--- src/rtl/rv_ctrl_pkg.sv ---
// Shared decode definitions for the RV32I ID stage.
// Holds the base opcode values, the ALU operation and ALU operand-A select
// encodings, the packed control bundle carried in the ID/EX register, and the
// all-zero bundle used for bubbles and illegal instructions.
package rv_ctrl_pkg;

  localparam logic [6:0] OPC_R      = 7'b0110011;
  localparam logic [6:0] OPC_I      = 7'b0010011;
  localparam logic [6:0] OPC_LOAD   = 7'b0000011;
  localparam logic [6:0] OPC_STORE  = 7'b0100011;
  localparam logic [6:0] OPC_BRANCH = 7'b1100011;
  localparam logic [6:0] OPC_JAL    = 7'b1101111;
  localparam logic [6:0] OPC_JALR   = 7'b1100111;
  localparam logic [6:0] OPC_LUI    = 7'b0110111;
  localparam logic [6:0] OPC_AUIPC  = 7'b0010111;

  typedef enum logic [1:0] {
    ALU_ADD    = 2'b00,
    ALU_BRANCH = 2'b01,
    ALU_R      = 2'b10,
    ALU_I      = 2'b11
  } alu_op_e;

  typedef enum logic [1:0] {
    A_RS1  = 2'b00,
    A_PC   = 2'b01,
    A_ZERO = 2'b10
  } alu_a_sel_e;

  // Field order fixes the bit layout seen by EX: reg_write is the MSB,
  // alu_op occupies the two LSBs.
  typedef struct packed {
    logic       reg_write;
    logic       alu_src;
    logic       mem_read;
    logic       mem_write;
    logic       mem_to_reg;
    logic       branch;
    logic       jump;
    logic       wb_pc4;
    alu_a_sel_e alu_a_sel;
    alu_op_e    alu_op;
  } ctrl_t;

  localparam ctrl_t CTRL_NOP = ctrl_t'(12'b0);

endpackage

--- src/rtl/rv_main_decoder.sv ---
// Combinational main decoder: maps the 7-bit opcode to the control bundle,
// an illegal flag and the register-read usage used by hazard detection.
// Ports:
//   opcode_i   in   7       instruction opcode field
//   ctrl_o     out  ctrl_t  control bundle (all zero when illegal)
//   illegal_o  out  1       opcode not recognised in this build
//   use_rs1_o  out  1       instruction reads rs1
//   use_rs2_o  out  1       instruction reads rs2
// EN_JUMP=0 turns JAL/JALR/LUI/AUIPC into illegal opcodes.
module rv_main_decoder
  import rv_ctrl_pkg::*;
#(
  parameter bit EN_JUMP = 1'b1
) (
  input  logic [6:0] opcode_i,
  output ctrl_t      ctrl_o,
  output logic       illegal_o,
  output logic       use_rs1_o,
  output logic       use_rs2_o
);

  // Table lookup from opcode to control bits. Everything starts at the NOP
  // bundle so unlisted fields stay zero and illegal opcodes leave ctrl empty.
  always_comb begin
    ctrl_o    = CTRL_NOP;
    illegal_o = 1'b0;
    use_rs1_o = 1'b0;
    use_rs2_o = 1'b0;
    case (opcode_i)
      OPC_R: begin
        ctrl_o.reg_write = 1'b1;
        ctrl_o.alu_op    = ALU_R;
        use_rs1_o        = 1'b1;
        use_rs2_o        = 1'b1;
      end
      OPC_I: begin
        ctrl_o.reg_write = 1'b1;
        ctrl_o.alu_src   = 1'b1;
        ctrl_o.alu_op    = ALU_I;
        use_rs1_o        = 1'b1;
      end
      OPC_LOAD: begin
        ctrl_o.reg_write  = 1'b1;
        ctrl_o.alu_src    = 1'b1;
        ctrl_o.mem_read   = 1'b1;
        ctrl_o.mem_to_reg = 1'b1;
        ctrl_o.alu_op     = ALU_ADD;
        use_rs1_o         = 1'b1;
      end
      OPC_STORE: begin
        ctrl_o.alu_src   = 1'b1;
        ctrl_o.mem_write = 1'b1;
        use_rs1_o        = 1'b1;
        use_rs2_o        = 1'b1;
      end
      OPC_BRANCH: begin
        ctrl_o.branch = 1'b1;
        ctrl_o.alu_op = ALU_BRANCH;
        use_rs1_o     = 1'b1;
        use_rs2_o     = 1'b1;
      end
      OPC_JAL: begin
        if (EN_JUMP) begin
          ctrl_o.reg_write = 1'b1;
          ctrl_o.jump      = 1'b1;
          ctrl_o.wb_pc4    = 1'b1;
          ctrl_o.alu_a_sel = A_PC;
          ctrl_o.alu_src   = 1'b1;
        end else begin
          illegal_o = 1'b1;
        end
      end
      OPC_JALR: begin
        if (EN_JUMP) begin
          ctrl_o.reg_write = 1'b1;
          ctrl_o.jump      = 1'b1;
          ctrl_o.wb_pc4    = 1'b1;
          ctrl_o.alu_src   = 1'b1;
          use_rs1_o        = 1'b1;
        end else begin
          illegal_o = 1'b1;
        end
      end
      OPC_LUI: begin
        if (EN_JUMP) begin
          ctrl_o.reg_write = 1'b1;
          ctrl_o.alu_src   = 1'b1;
          ctrl_o.alu_a_sel = A_ZERO;
        end else begin
          illegal_o = 1'b1;
        end
      end
      OPC_AUIPC: begin
        if (EN_JUMP) begin
          ctrl_o.reg_write = 1'b1;
          ctrl_o.alu_src   = 1'b1;
          ctrl_o.alu_a_sel = A_PC;
        end else begin
          illegal_o = 1'b1;
        end
      end
      default: illegal_o = 1'b1;
    endcase
  end

endmodule

--- src/rtl/rv_decode_stage.sv ---
// Registered ID stage of the 5-stage RV32I pipeline.
// Decodes the IF/ID instruction into the ID/EX register, inserts a single
// bubble on a load-use hazard, kills ID/EX contents on a branch flush and
// counts hazard bubbles in a saturating counter.
// Ports:
//   clk, rst           clock and synchronous active-high reset
//   in_valid/in_ready  IF/ID handshake; in_ready is combinational
//   instr, pc_in       instruction word and its PC
//   flush              redirect from EX, kills ID/EX contents
//   ex_ready           EX accepts ID/EX contents this cycle
//   out_valid          ID/EX holds a real instruction
//   ctrl, illegal      decoded control bundle and illegal-opcode flag
//   rs1, rs2, rd       register indices
//   funct3, funct7_5   instr[14:12], instr[30]
//   pc_out             registered PC
//   stall_cnt          load-use bubbles since reset, saturating
module rv_decode_stage
  import rv_ctrl_pkg::*;
#(
  parameter int XLEN    = 32,
  parameter bit EN_JUMP = 1'b1,
  parameter int CNT_W   = 16
) (
  input  logic             clk,
  input  logic             rst,
  input  logic             in_valid,
  output logic             in_ready,
  input  logic [31:0]      instr,
  input  logic [XLEN-1:0]  pc_in,
  input  logic             flush,
  input  logic             ex_ready,
  output logic             out_valid,
  output ctrl_t            ctrl,
  output logic [4:0]       rs1,
  output logic [4:0]       rs2,
  output logic [4:0]       rd,
  output logic [2:0]       funct3,
  output logic             funct7_5,
  output logic [XLEN-1:0]  pc_out,
  output logic             illegal,
  output logic [CNT_W-1:0] stall_cnt
);

  logic             valid_q;
  ctrl_t            ctrl_q;
  logic [4:0]       rs1_q, rs2_q, rd_q;
  logic [2:0]       funct3_q;
  logic             funct7_5_q;
  logic [XLEN-1:0]  pc_q;
  logic             illegal_q;
  logic [CNT_W-1:0] stall_q, stall_d;

  ctrl_t decCtrl;
  logic  decIllegal, decUseRs1, decUseRs2;
  logic  advance, hazard;
  logic  unusedInstrBits;

  rv_main_decoder #(
    .EN_JUMP (EN_JUMP)
  ) u_main_decoder (
    .opcode_i  (instr[6:0]),
    .ctrl_o    (decCtrl),
    .illegal_o (decIllegal),
    .use_rs1_o (decUseRs1),
    .use_rs2_o (decUseRs2)
  );

  // Only funct7 bit 30 is carried forward; the rest of funct7 is EX's concern.
  assign unusedInstrBits = ^{instr[31], instr[29:25]};

  // The register may load when it is empty or EX is draining it. A load in
  // ID/EX whose destination the incoming instruction reads must be given a
  // bubble, because the loaded value is not available for forwarding yet.
  // x0 is never a real dependency.
  always_comb begin
    advance  = ~valid_q | ex_ready;
    hazard   = in_valid & valid_q & ctrl_q.mem_read & (rd_q != 5'd0) &
               ((decUseRs1 & (instr[19:15] == rd_q)) |
                (decUseRs2 & (instr[24:20] == rd_q)));
    in_ready = advance & ~hazard & ~flush;
    stall_d  = (&stall_q) ? stall_q : stall_q + {{(CNT_W-1){1'b0}}, 1'b1};
  end

  // ID/EX register. Flush wins over everything, even when EX is stalled,
  // so a killed instruction never reaches EX. A hazard bubble only zeroes
  // the valid/control side; index and PC fields keep their old values since
  // nothing downstream looks at them without out_valid.
  always_ff @(posedge clk) begin
    if (rst) begin
      valid_q    <= 1'b0;
      ctrl_q     <= CTRL_NOP;
      rs1_q      <= '0;
      rs2_q      <= '0;
      rd_q       <= '0;
      funct3_q   <= '0;
      funct7_5_q <= 1'b0;
      pc_q       <= '0;
      illegal_q  <= 1'b0;
      stall_q    <= '0;
    end else if (flush) begin
      valid_q   <= 1'b0;
      ctrl_q    <= CTRL_NOP;
      illegal_q <= 1'b0;
    end else if (advance) begin
      if (hazard) begin
        valid_q   <= 1'b0;
        ctrl_q    <= CTRL_NOP;
        illegal_q <= 1'b0;
        stall_q   <= stall_d;
      end else begin
        valid_q    <= in_valid;
        ctrl_q     <= decCtrl;
        illegal_q  <= decIllegal;
        rs1_q      <= instr[19:15];
        rs2_q      <= instr[24:20];
        rd_q       <= instr[11:7];
        funct3_q   <= instr[14:12];
        funct7_5_q <= instr[30];
        pc_q       <= pc_in;
      end
    end
  end

  assign out_valid = valid_q;
  assign ctrl      = ctrl_q;
  assign rs1       = rs1_q;
  assign rs2       = rs2_q;
  assign rd        = rd_q;
  assign funct3    = funct3_q;
  assign funct7_5  = funct7_5_q;
  assign pc_out    = pc_q;
  assign illegal   = illegal_q;
  assign stall_cnt = stall_q;

endmodule

--- config.mk ---
export PLATFORM = sky130hd
export DESIGN_NAME = rv_decode_stage
export DESIGN_NICKNAME = d
export VERILOG_FILES = /design/src/rtl/rv_ctrl_pkg.sv /design/src/rtl/rv_main_decoder.sv /design/src/rtl/rv_decode_stage.sv
export SDC_FILE = /design/constraint.sdc
export NUM_CORES = 1
export LEC_CHECK = 0
export CORE_AREA = 2 2 92 94
export CTS_CLUSTER_SIZE = 28
export DETAILED_ROUTE_END_ITERATION = 10
export DIE_AREA = 0 0 94 96
export PLACE_DENSITY = 0.84
export REMOVE_ABC_BUFFERS = 1
export SETUP_SLACK_MARGIN = 0.05
export SKIP_LAST_GASP = 1
export SLEW_MARGIN = 10
export SYNTH_ARGS = -nofsm -noshare
export SYNTH_HDL_FRONTEND = slang
export SYNTH_SLANG_ARGS = --single-unit
--- constraint.sdc ---
create_clock -name clk -period 4.4 [get_ports clk]
set_input_delay 0.88 -clock clk [delete_from_list [all_inputs] [get_ports clk]]
set_output_delay 0.88 -clock clk [all_outputs]
set_load 0.005 [all_outputs]
==> deck_impl_summary.md <==
Flow Results at a Glance

Run status
  – Status: completed

Floorplanning
  – Chip Area: 9020 um^2
  – Init Core Util: 45.7%
  – FP Rows: 33
  – Core Region: 8050 um^2

Synth
  – Flops out of synthesis: 79
  – Main logic family after synthesis: AND-OR/OR-AND gates
  – Average size of a mapped cell: 8.35 um^2
  – Yosys cell count: 441
  – Mapped Cells: 441
  – Share of the synthesized area in the top cell type: 42.9%
  – Count leader, synth: dfxtp_1
  – Register area share after synthesis: 42.9%
  – Mux frac, synth: 2.14%
  – Post-synth area hogs: dfxtp_1, o31ai_1, a21oi_1
  – Post-Synth XOR/XNOR Area: 2.38%
  – FA/HA/MAJ Cells, Area Fraction: 0.340%

STA
  – Final Cycle Share: 86.9%
  – Worst hold margin: 0.460 ns
  – Clock skew: 0.0113 ns
  – RSZ-0062 raised after global routing: no
  – Minimum clock period: 3.82 ns
  – Slew Viols, Final: 0
  – Final Setup Violations: 0

GRT
  – Largest net degree at the start of global routing: 75
  – Antenna violations before repair: 0
  – Met2 usage: 38.3%
  – Vias in the first global route: 3575
  – GR Overflow Total: 0

Placed design
  – I/O Buffers: 144
  – Routability cong.: 0.894
  – Placed cells: 650
  – Pre-CTS setup slack: 0.608 ns
  – Dpl hpwl: 7220 um

Routing
  – Initial DRC count: 216
  – Routed WL: 10800 um
  – Met1 Wirelength: 4470 um
  – DRT Pass-1 Iters: 5
  – WL met2: 5270 um
  – DR vias/cell: 5.85
  – Post-route ant nets: 0
  – Met3 WL: 927 um

Cells and area
  – Final design utilization: 66.3%
  – Non-filler cells, final: 666
  – Nets: 626
  – Area delta synth->final: 44.9%
  – Top Layout Cells: clkdlybuf4s50_1, dfxtp_1, a21oi_1, nand3_1, o31ai_1
  – Finished Cell Area: 5340 um^2
  – Share of layout cells above drive strength 1: 5.88%
  – Most instantiated logic cell after routing: clkdlybuf4s50_1

CTS
  – CTS HTree Levels: 3
  – # clock sinks: 79
  – CTS Buffer Depth: 2
  – # hold bufs at CTS: 0
  – TritonCTS clock tree: done
  – PostCTS Resize Cnt: 0

Setup path
  – Required @ worst endpoint: 3.52 ns
  – Setup slack, reg-to-reg: 1.91 ns
  – Worst R2R End: pc_out[29]$_SDFFE_PP0P_
  – Max FO, Critical Path: 7
  – Worst path arrival time: 2.94 ns
  – Crit Path Class: input pin to primary output
  – Worst reg-to-reg path cell count: 7
  – Worst path top cell family by delay: buffers and inverters
  – Crit Reg-Reg Startpoint: rd[4]$_SDFFE_PP0P_

Power and ir drop
  – Leakage: 0.00197 uW
  – VDD IR max: 223 uV

Hold path
  – Hold/Removal Path Class: flip-flop to flip-flop

Run
  – OpenROAD warning count: 31
==> state kept, by name (all words and copies together), names as in the netlist <==
| name | count |
|---|---|
| rd | 5 |
| illegal | 1 |
| rs2 | 5 |
| funct7_5 | 1 |
| rs1 | 5 |
| funct3 | 3 |
| out_valid | 1 |
| ctrl | 10 |
| stall_cnt | 16 |
| pc_out | 32 |
==> cell type report <==
class                   instances  area [um^2]
inverters                       5         18.8
clock inverters                 5         81.3
repair buffers                151         1500
multi-input cells             310         1890
fillers                       693         2720
clock buffers                  11          141
well taps                     105          131
flip-flops and latches         79         1580
==> power breakdown <==
group / internal, uW / leakage, uW / total, uW / switching (uW)
Clock: 336 / 0.000110 / 604 / 268
Combinational: 132 / 0.00121 / 232 / 99.7
Sequential: 743 / 0.000646 / 760 / 17.6
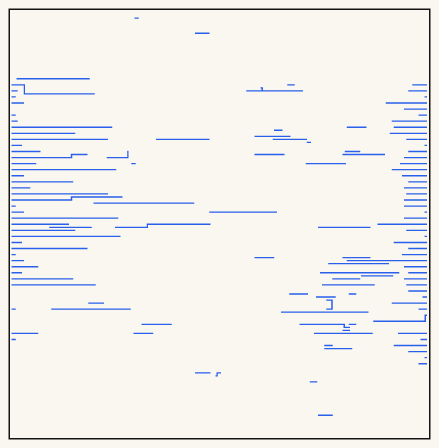
Figure 1: metal 3.
114 nets have wire on it. The wires run mostly horizontal. The layer holds 8.6% of the routed length.

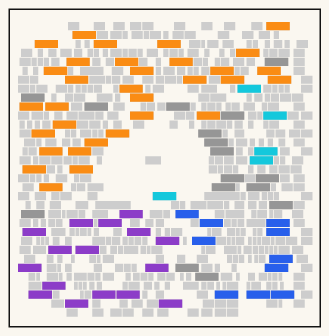
Figure 2: sequential cells grouped by signal name.
Other sequential cells in the stronger grey, the rest of the logic in the fainter grey.
rs1: marked cyan, sequential cells 5, where right middle. stall_cnt: marked purple, sequential cells 16. ctrl: marked blue, sequential cells 10, where bottom right. pc_out: marked orange, sequential cells 32.

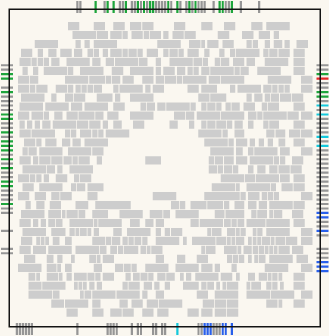
Figure 3: I/O pins on the die edge.
Pins as bars across the die edge, other pins in grey.
pc_in: marked green, pins 32, direction input, edge 15 top, 14 left, 3 right. rs1: marked cyan, pins 5, direction output, edge 4 right, 1 bottom. ctrl: marked blue, pins 12, direction output, edge 6 right, 6 bottom. flush: marked red, pins 1, direction input, edge right.

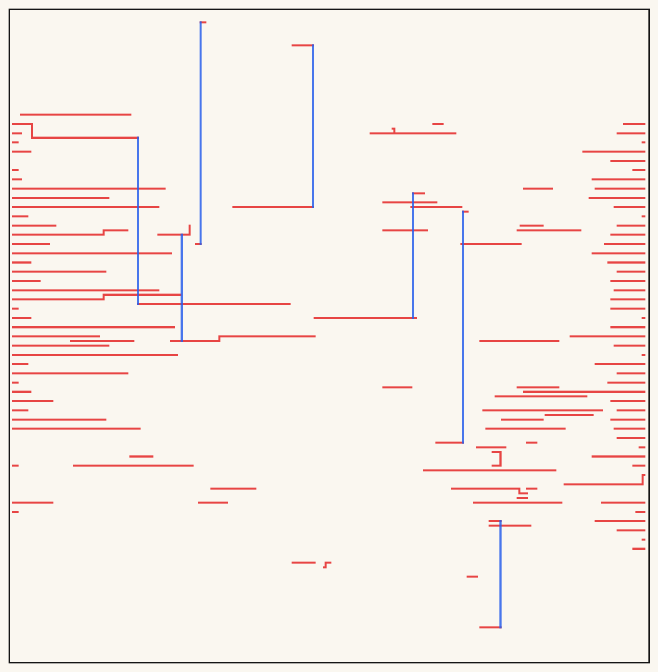
Figure 4: signal wires by layer.
Two of the layers only.
met3: marked red, wire length 927 um. met4: marked blue, wire length 165 um.

Power figures rest on the tool's default switching activity, not on a simulated workload.
